## config.mk

```make
export PLATFORM = sky130hd
export DESIGN_NAME = cus43_tile_pixel_shifter_flat
export DESIGN_NICKNAME = d
export VERILOG_FILES = /design/src/rtl/cus43_tile_pixel_shifter_if.sv /design/src/rtl/cus43_tile_pixel_shifter.sv /design/src/flat_wrapper.sv
export SDC_FILE = /design/constraint.sdc
export NUM_CORES = 1
export LEC_CHECK = 0
export CAP_MARGIN = 20
export CORE_ASPECT_RATIO = 1.2
export CORE_MARGIN = 3
export CORE_UTILIZATION = 50
export CTS_CLUSTER_SIZE = 30
export DETAILED_ROUTE_END_ITERATION = 8
export PLACE_DENSITY = 0.73
export SLEW_MARGIN = 20
export SYNTH_ARGS = -nofsm -noshare
export SYNTH_HDL_FRONTEND = slang
export SYNTH_SLANG_ARGS = --single-unit
```

## constraint.sdc

```tcl
create_clock -name CLK_6M -period 3.6 [get_ports CLK_6M]
set_clock_uncertainty 0.1 [all_clocks]
set_input_delay 0.9 -clock CLK_6M [delete_from_list [all_inputs] [get_ports CLK_6M]]
set_output_delay 0.9 -clock CLK_6M [all_outputs]
set_load 0.02 [all_outputs]
```

## src/rtl/cus43_tile_pixel_shifter_if.sv

```systemverilog
// ----------------------------------------------------------------------------
// cus43_tile_pixel_shifter_if
// Bundles the tile-fetch inputs and the per-dot outputs of the tile pixel
// shifter.
//   master : drives FLIP, S3H, GD, COL, FINE, nHSYNC, nHBLANK and
//            receives DOT, OPAQUE, UNDERRUN, OVERRUN (and GRID)
//   slave  : the shifter itself (directions reversed)
// Optional feature macro: CUS43_GRID_DEBUG_EN adds the GRID debug output.
// ----------------------------------------------------------------------------
interface cus43_tile_pixel_shifter_if #(
    parameter int COL_W = 7
);
    logic             FLIP;      // screen flip, reverses pixel order in a group
    logic             S3H;       // load strobe, one clk per 4-dot group
    logic [7:0]       GD;        // tile PROM byte, 4 pixels x 2 bits
    logic [COL_W-1:0] COL;       // colour attribute sampled with GD
    logic [2:0]       FINE;      // fine-scroll delay, latched at line start
    logic             nHSYNC;    // horizontal sync, active low
    logic             nHBLANK;   // horizontal blank, active low
    logic [COL_W+1:0] DOT;       // {colour, pixel}, registered
    logic             OPAQUE;    // non-zero pixel outside blank, registered
    logic             UNDERRUN;  // sticky: group boundary with empty hold
    logic             OVERRUN;   // sticky: hold overwritten before use
`ifdef CUS43_GRID_DEBUG_EN
    logic             GRID;      // tile-grid debug marker, registered
`endif

    modport master (
        output FLIP, S3H, GD, COL, FINE, nHSYNC, nHBLANK,
        input  DOT, OPAQUE, UNDERRUN, OVERRUN
`ifdef CUS43_GRID_DEBUG_EN
        , input GRID
`endif
    );

    modport slave (
        input  FLIP, S3H, GD, COL, FINE, nHSYNC, nHBLANK,
        output DOT, OPAQUE, UNDERRUN, OVERRUN
`ifdef CUS43_GRID_DEBUG_EN
        , output GRID
`endif
    );
endinterface

```

## src/rtl/cus43_tile_pixel_shifter.sv

```systemverilog
// ----------------------------------------------------------------------------
// cus43_tile_pixel_shifter
// Reading end of the tilemap fetch path: captures the tile PROM byte and
// colour attribute on S3H, serializes them into 2-bit pixels (4 dots per
// group), applies the per-line fine-scroll delay and blanking, and presents
// a registered per-dot colour index to the priority mixer.
// Ports:
//   CLK_6M : dot clock, sole clock
//   rst    : synchronous, active-high reset
//   bus    : cus43_tile_pixel_shifter_if.slave (FLIP, S3H, GD, COL, FINE,
//            nHSYNC, nHBLANK in; DOT, OPAQUE, UNDERRUN, OVERRUN out)
// Parameters:
//   MAX_FINE : deepest fine-scroll delay in dots (1..7)
//   COL_W    : colour attribute width; DOT is COL_W+2 bits
// Optional feature macro: CUS43_GRID_DEBUG_EN adds GRID, which marks the
// first dot of every tile and forces that dot to all-ones / opaque.
// ----------------------------------------------------------------------------
module cus43_tile_pixel_shifter #(
    parameter int MAX_FINE = 3,
    parameter int COL_W    = 7
) (
    input  logic                          CLK_6M,
    input  logic                          rst,
    cus43_tile_pixel_shifter_if.slave     bus
);
    localparam logic [2:0] MAX_FINE_Q = 3'(MAX_FINE);

    typedef logic [COL_W+1:0] dot_t;

    logic             nhsync_q;
    logic             line_start;
    logic [1:0]       phase;
    logic             load;
    logic [2:0]       fine_q;
    logic [7:0]       hold_gd;
    logic [COL_W-1:0] hold_col;
    logic             hold_valid;
    logic [7:0]       sh_gd;
    logic [COL_W-1:0] sh_col;
    dot_t             dly [MAX_FINE];
    dot_t             ser;
    dot_t             tap;
    logic [1:0]       sel;
    logic             underrun;
    logic             overrun;
    dot_t             dot_q;
    logic             opaque_q;

    assign line_start = nhsync_q & ~bus.nHSYNC;
    // The shifter is reloaded on the edge that ends the last dot of a group.
    assign load       = (phase == 2'd3);

    // NOTE: every variable an always_comb writes gets a value at the top of
    // the block, so no path can leave it holding state (no latch).
    always_comb begin
        sel = bus.FLIP ? phase : ~phase;   // ~phase == 3-phase for 2 bits
        ser = {sh_col, sh_gd[{sel, 1'b0} +: 2]};
        tap = ser;                         // fine_q == 0 bypasses the line
        for (int i = 0; i < MAX_FINE; i++) begin
            if (fine_q == 3'(i + 1)) tap = dly[i];
        end
    end

    // Line timing: sync edge detect, dot phase, per-line fine scroll.
    // NOTE: state registers use non-blocking assignments so every always_ff
    // sees the pre-edge value of every other register.
    always_ff @(posedge CLK_6M) begin
        if (rst) begin
            nhsync_q <= 1'b1;              // idle level of an active-low sync
            phase    <= 2'd0;
            fine_q   <= 3'd0;
        end else begin
            nhsync_q <= bus.nHSYNC;
            phase    <= line_start ? 2'd0 : phase + 2'd1;
            if (line_start)
                fine_q <= (bus.FINE > MAX_FINE_Q) ? MAX_FINE_Q : bus.FINE;
        end
    end

    // Hold stage, shifter and the sticky error flags.
    always_ff @(posedge CLK_6M) begin
        if (rst) begin
            hold_gd    <= '0;
            hold_col   <= '0;
            hold_valid <= 1'b0;
            sh_gd      <= '0;
            sh_col     <= '0;
            underrun   <= 1'b0;
            overrun    <= 1'b0;
        end else begin
            // New data always wins the hold; a load on the same edge has
            // already taken the old contents, so hold_valid stays set.
            if (bus.S3H) begin
                hold_gd    <= bus.GD;
                hold_col   <= bus.COL;
                hold_valid <= 1'b1;
            end else if (load) begin
                hold_valid <= 1'b0;
            end

            // An empty hold at a group boundary yields transparent pixels but
            // keeps the previous colour.
            if (load) begin
                if (hold_valid) begin
                    sh_gd  <= hold_gd;
                    sh_col <= hold_col;
                end else begin
                    sh_gd  <= '0;
                end
            end

            if (line_start) begin
                underrun <= 1'b0;
                overrun  <= 1'b0;
            end else begin
                if (load && !hold_valid)           underrun <= 1'b1;
                if (bus.S3H && hold_valid && !load) overrun <= 1'b1;
            end
        end
    end

    // Fine-scroll delay line; dly[i] is the serialized dot from i+1 clks ago.
    // NOTE: the delay line is only MAX_FINE words and is cleared on reset so
    // the first dots after reset are defined; larger storage would not be.
    always_ff @(posedge CLK_6M) begin
        if (rst) begin
            for (int i = 0; i < MAX_FINE; i++) dly[i] <= '0;
        end else begin
            dly[0] <= ser;
            for (int i = 1; i < MAX_FINE; i++) dly[i] <= dly[i-1];
        end
    end

`ifdef CUS43_GRID_DEBUG_EN
    // Group parity from line start: even groups begin a new 8-dot tile.
    logic grp_odd;
    logic tile_first;
    logic grid_q;

    assign tile_first = bus.nHBLANK & (phase == 2'd0) & ~grp_odd;

    always_ff @(posedge CLK_6M) begin
        if (rst)             grp_odd <= 1'b0;
        else if (line_start) grp_odd <= 1'b0;
        else if (load)       grp_odd <= ~grp_odd;
    end
`endif

    // Output register: blanking masks the dot, the pipeline keeps running.
    always_ff @(posedge CLK_6M) begin
        if (rst) begin
            dot_q    <= '0;
            opaque_q <= 1'b0;
`ifdef CUS43_GRID_DEBUG_EN
            grid_q   <= 1'b0;
`endif
        end else begin
            dot_q    <= bus.nHBLANK ? tap : '0;
            opaque_q <= bus.nHBLANK & (tap[1:0] != 2'b00);
`ifdef CUS43_GRID_DEBUG_EN
            grid_q   <= tile_first;
            if (tile_first) begin
                dot_q    <= '1;
                opaque_q <= 1'b1;
            end
`endif
        end
    end

    assign bus.DOT      = dot_q;
    assign bus.OPAQUE   = opaque_q;
    assign bus.UNDERRUN = underrun;
    assign bus.OVERRUN  = overrun;
`ifdef CUS43_GRID_DEBUG_EN
    assign bus.GRID     = grid_q;
`endif

endmodule
```

## src/flat_wrapper.sv

```systemverilog
// flat-port wrapper written by rule: the top's interface ports become plain ports
module cus43_tile_pixel_shifter_flat 
#(
    parameter int MAX_FINE = 3,
    parameter int COL_W    = 7
)
  (CLK_6M, rst, bus_FLIP, bus_S3H, bus_GD, bus_COL, bus_FINE, bus_nHSYNC, bus_nHBLANK, bus_DOT, bus_OPAQUE, bus_UNDERRUN, bus_OVERRUN);
  cus43_tile_pixel_shifter_if #(.COL_W(COL_W)) bus_i ();
  input  logic CLK_6M;
  input  logic rst;
  input wire logic [$bits(bus_i.FLIP)-1:0] bus_FLIP;
  input wire logic [$bits(bus_i.S3H)-1:0] bus_S3H;
  input wire logic [$bits(bus_i.GD)-1:0] bus_GD;
  input wire logic [$bits(bus_i.COL)-1:0] bus_COL;
  input wire logic [$bits(bus_i.FINE)-1:0] bus_FINE;
  input wire logic [$bits(bus_i.nHSYNC)-1:0] bus_nHSYNC;
  input wire logic [$bits(bus_i.nHBLANK)-1:0] bus_nHBLANK;
  output wire logic [$bits(bus_i.DOT)-1:0] bus_DOT;
  output wire logic [$bits(bus_i.OPAQUE)-1:0] bus_OPAQUE;
  output wire logic [$bits(bus_i.UNDERRUN)-1:0] bus_UNDERRUN;
  output wire logic [$bits(bus_i.OVERRUN)-1:0] bus_OVERRUN;
  assign bus_i.FLIP = bus_FLIP;
  assign bus_i.S3H = bus_S3H;
  assign bus_i.GD = bus_GD;
  assign bus_i.COL = bus_COL;
  assign bus_i.FINE = bus_FINE;
  assign bus_i.nHSYNC = bus_nHSYNC;
  assign bus_i.nHBLANK = bus_nHBLANK;
  assign bus_DOT = bus_i.DOT;
  assign bus_OPAQUE = bus_i.OPAQUE;
  assign bus_UNDERRUN = bus_i.UNDERRUN;
  assign bus_OVERRUN = bus_i.OVERRUN;
  cus43_tile_pixel_shifter #(.MAX_FINE(MAX_FINE), .COL_W(COL_W)) u_core (.CLK_6M(CLK_6M), .rst(rst), .bus(bus_i));
endmodule
```

==> results.sh <==
# physical design summary
export IMPL_status="finished clean"
export IMPL_grt_max_degree=40
export IMPL_hp_start="u_core.dly[0][16]"
export IMPL_ir_drop_v=0.000267
export IMPL_reg2reg_from="u_core.phase[1]"
export IMPL_critPathMaxFanout=15
export IMPL_combPwrFrac_pct=9.9
export IMPL_start_kind="primary input"
export IMPL_reg2reg_depth=5
export IMPL_syn_to_final_growth_pct=19.4
export IMPL_log_warning_count=26
export IMPL_core_area_um2=5370
export IMPL_power_mw=1.67
export IMPL_rsz0062_at_grt="no"
export IMPL_end_kind="flop"
export IMPL_yosys_warnings=0
export IMPL_flop_cell="dfxtp_1"
export IMPL_crit_type="primary input to flop"
export IMPL_synth_top_area_share_pct=54.3
export IMPL_swShare_pct=24.2
export IMPL_num_rows=29
export IMPL_place_detailed_hpwl_um=3270
export IMPL_tritoncts="built"
export IMPL_hold_viol=0
export IMPL_tns_ns=0
export IMPL_largest_area_cell="dfxtp_1"
export IMPL_yosys_area_um2=2800
export IMPL_syn_area_per_cell_um2=9.50
export IMPL_area_leaders="dfxtp_1 54%, nor2b_1 6.0%, nor2_1 5.5%"
export IMPL_r2r_end="u_core.sh_col[4]"
export IMPL_ys_seq_share_pct=54.3
export IMPL_synth_most_common_cell="dfxtp_1"
export IMPL_htree_levels=3
export IMPL_postRouteAntennaNets=0
export IMPL_clockRootBuffer="clkbuf_8"
export IMPL_drt_pass1_iterations=6
export IMPL_die_w_um=74.3
export IMPL_fin_nets=347
export IMPL_drt_total_wl_um=5170
export IMPL_p_int_mw=1.27
export IMPL_seq_power_share_pct=53.1
export IMPL_power_density_nw_per_um2=500
export IMPL_place_congestion=0.868
export IMPL_cts_buffers_inserted=9
export IMPL_tightestPinTransition_ns=0.786
export IMPL_drt_iter0_drc=137
export IMPL_cts_setup_buffers=0
export IMPL_grt_pass1_wl_um=8670
export IMPL_required_ns=3.71
export IMPL_maxSlewHeadroom_pct=47.5
export IMPL_edf_count=0
export IMPL_drc=0
export IMPL_drv_slew=0
export IMPL_route_vias_total=2076
export IMPL_holdBufCountCts=0
export IMPL_p_leak_nw=1.24
export IMPL_syn_area_um2=2800
export IMPL_hp_class="flop to flop"
export IMPL_hold_end="u_core.dly[0][25]"
export IMPL_reg2reg_slack_ns=1.68
export IMPL_avgViaCountPerCell=5.34
export IMPL_synth_nets=320
export IMPL_overflow=0
export IMPL_grt_pass1_vias=1883
export IMPL_fmax_mhz=401
export IMPL_maxCapViolations=0
export IMPL_ys_cells=295
export IMPL_async_reset_ff_share_pct=0
export IMPL_power_switching_uw=405
export IMPL_fin_crit_sh_pct=69.4
export IMPL_crit_arrival_ns=2.61
export IMPL_synth_cells=295
export IMPL_report_final_setup_viol=0
export IMPL_n_antenna_cell=0
export IMPL_path_clk_slew_ns=0.08
export IMPL_synth_distinct_cells=29
export IMPL_synth_seq_cells=76
export IMPL_drive_above_1_share_pct=6.73
export IMPL_cts_path_max_buffers=2
export IMPL_common_cells="76 x dfxtp_1, 41 x nor2_1, 27 x nor2b_1, 21 x a21oi_1"
export IMPL_die_area_um2=6540
export IMPL_post_cts_resize_count=0
[sequential cells by signal (all words and copies together) (netlist names)]
signal and flops:
u_core.hold_valid 1, u_core.fine_q 3, u_core.bus.UNDERRUN 1, u_core.hold_gd 8, u_core.sh_gd 8, u_core.dly 27, u_core.phase 2, u_core.bus.OPAQUE 1
u_core.bus.DOT 9, u_core.nhsync_q 1, u_core.bus.OVERRUN 1, u_core.hold_col 7, u_core.sh_col 7
[per-layer routing]
metal	GRT usage (%)	share of wire [%]	vias up
li1	-	-	1078
met3	5.51	4.6	6
met1	22.7	51	941
met5	0	0	-
met2	25.4	43	51
met4	8.41	1.6	0
[layout by cell type, fill, tap and decap left out, drive strengths merged, types with 8 or more instances in the layout]
cell,instances
o22a,9
dfxtp,76
a21oi,21
nand2b,11
o22ai,8
mux2i,15
nand3,15
clkdlybuf4s50,34
clkbuf,9
nor3,10
nor2,41
nor2b,27
nand2,9
[cell type report]
cell class | count | area, um^2
fill | 445 | 2020
sequential | 76 | 1520
multi-input combinational | 194 | 1180
timing repair buffer | 38 | 368
clock buffer | 9 | 124
tap | 62 | 77.6
clock inverter | 7 | 66.3
inverter | 3 | 11.3
[power groups by stage]
| stage | clock network, mW | registers, mW | logic (mW) |
|---|---|---|---|
| after global placement | 0 | 0.907 | 0.163 |
| after global routing | 0.666 | 0.892 | 0.182 |
| after detailed placement | 0 | 0.907 | 0.165 |
| final | 0.619 | 0.888 | 0.166 |
| after floorplan | 0 | 0.907 | 0.107 |
| after CTS | 0.633 | 0.888 | 0.166 |
[through the flow]
step | instances | setup WS, ns | cell area, um^2 | hold slack [ns] | utilization [%]
after global placement | 373 | 0.840 | 3160 | 0.343 | 58.8
after detailed placement | 373 | 0.785 | 3160 | 0.355 | 58.8
after CTS | 389 | 1.13 | 3350 | 0.364 | 62.3
final | 389 | 1.10 | 3350 | 0.362 | 62.3
after global routing | 389 | 1.05 | 3350 | 0.378 | 62.3
after floorplan | 295 | 1.56 | 2800 | 0.339 | -
[cell families after synthesis]
| logic type | share of synthesized area, % |
|---|---|
| compound gates | 11.7 |
| fa+ha+maj | 0.447 |
| buf+inv | 3.66 |
| flops | 54.3 |
| mux | 5.36 |
| simple gates | 24.5 |
[worst max-delay path by stage]
stage | depth (start not counted) | startpoint | slack, ns | endpoint
5_1_grt | 5 | bus_FLIP | 1.05 | u_core.bus.OPAQUE
3_5_place_dp | 5 | bus_FLIP | 0.79 | u_core.bus.OPAQUE
4_1_cts | 5 | bus_FLIP | 1.13 | u_core.bus.OPAQUE
3_3_place_gp | 5 | bus_FLIP | 0.84 | u_core.bus.OPAQUE
6_report | 5 | bus_FLIP | 1.10 | u_core.bus.OPAQUE
2_1_floorplan | 4 | bus_FLIP | 1.56 | u_core.bus.OPAQUE
[worst max-delay path: stages]
cell and delay (ns):
clkdlybuf4s50_1 0.63, or4b_1 0.59, o31a_1 0.14, a41oi_2 0.24, o22ai_1 0.11
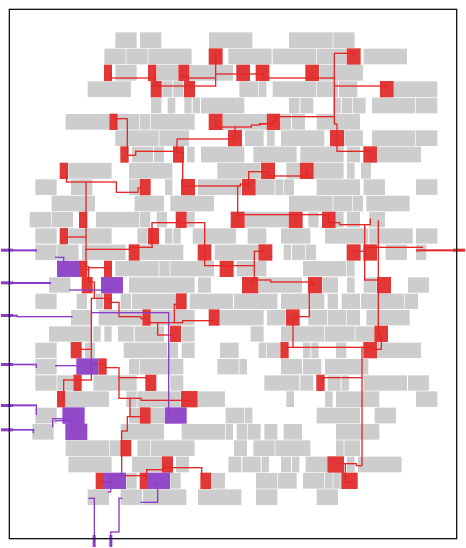
(images/io_fan.png)
Drawn at 6 px/um.
Key: rst = red [bits 1, direction input, edge right, end cells 68, buffers 2, wire 550 um]; bus_GD = purple [bits 8, direction input, edge 6 left, 2 bottom, end cells 8, buffers 8, wire 111 um]
IO Pins: 36
Port-buffer cells: 35

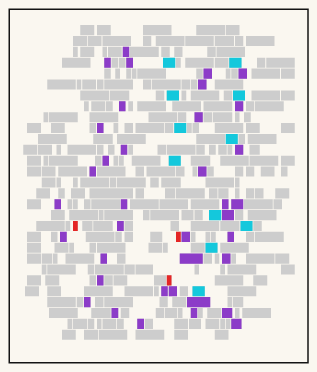
(images/logic_types.png)
Drawn at 4 px/um.
Key: AND-OR and OR-AND gates = cyan [cells 11]; inverting AOI/OAI gates = purple [cells 37]; inverters = red [cells 3]
Final Non-Filler Cells: 389
Comb area share: 35.2%
most numerous logic cell after layout: dfxtp_1

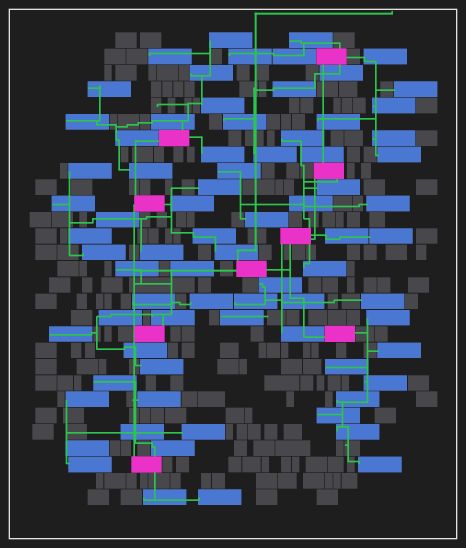
(images/clk_routes.png)
Drawn at 6 px/um.
Key: clock drivers = magenta [count 9]; flip-flops = blue [count 76]; clock wires = green [length 801 um]
There are 10 routed clock nets.
Clock group: 619 uW
worst skew pair latency: 0.33 ns
Clock Power Share: 37.0%

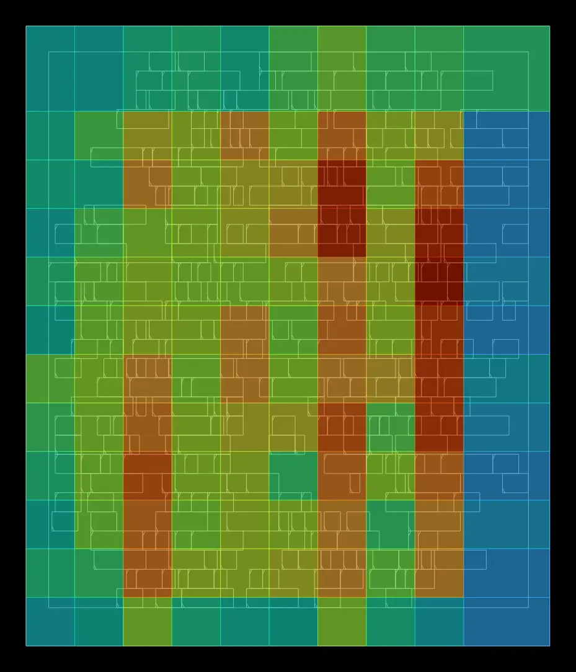
(images/congestion.png)
total global-route track usage: 17.2%
routed len/inst: 13.3 um
GRT met1 Usage: 22.7%

Power and IR drop assume default switching activity.
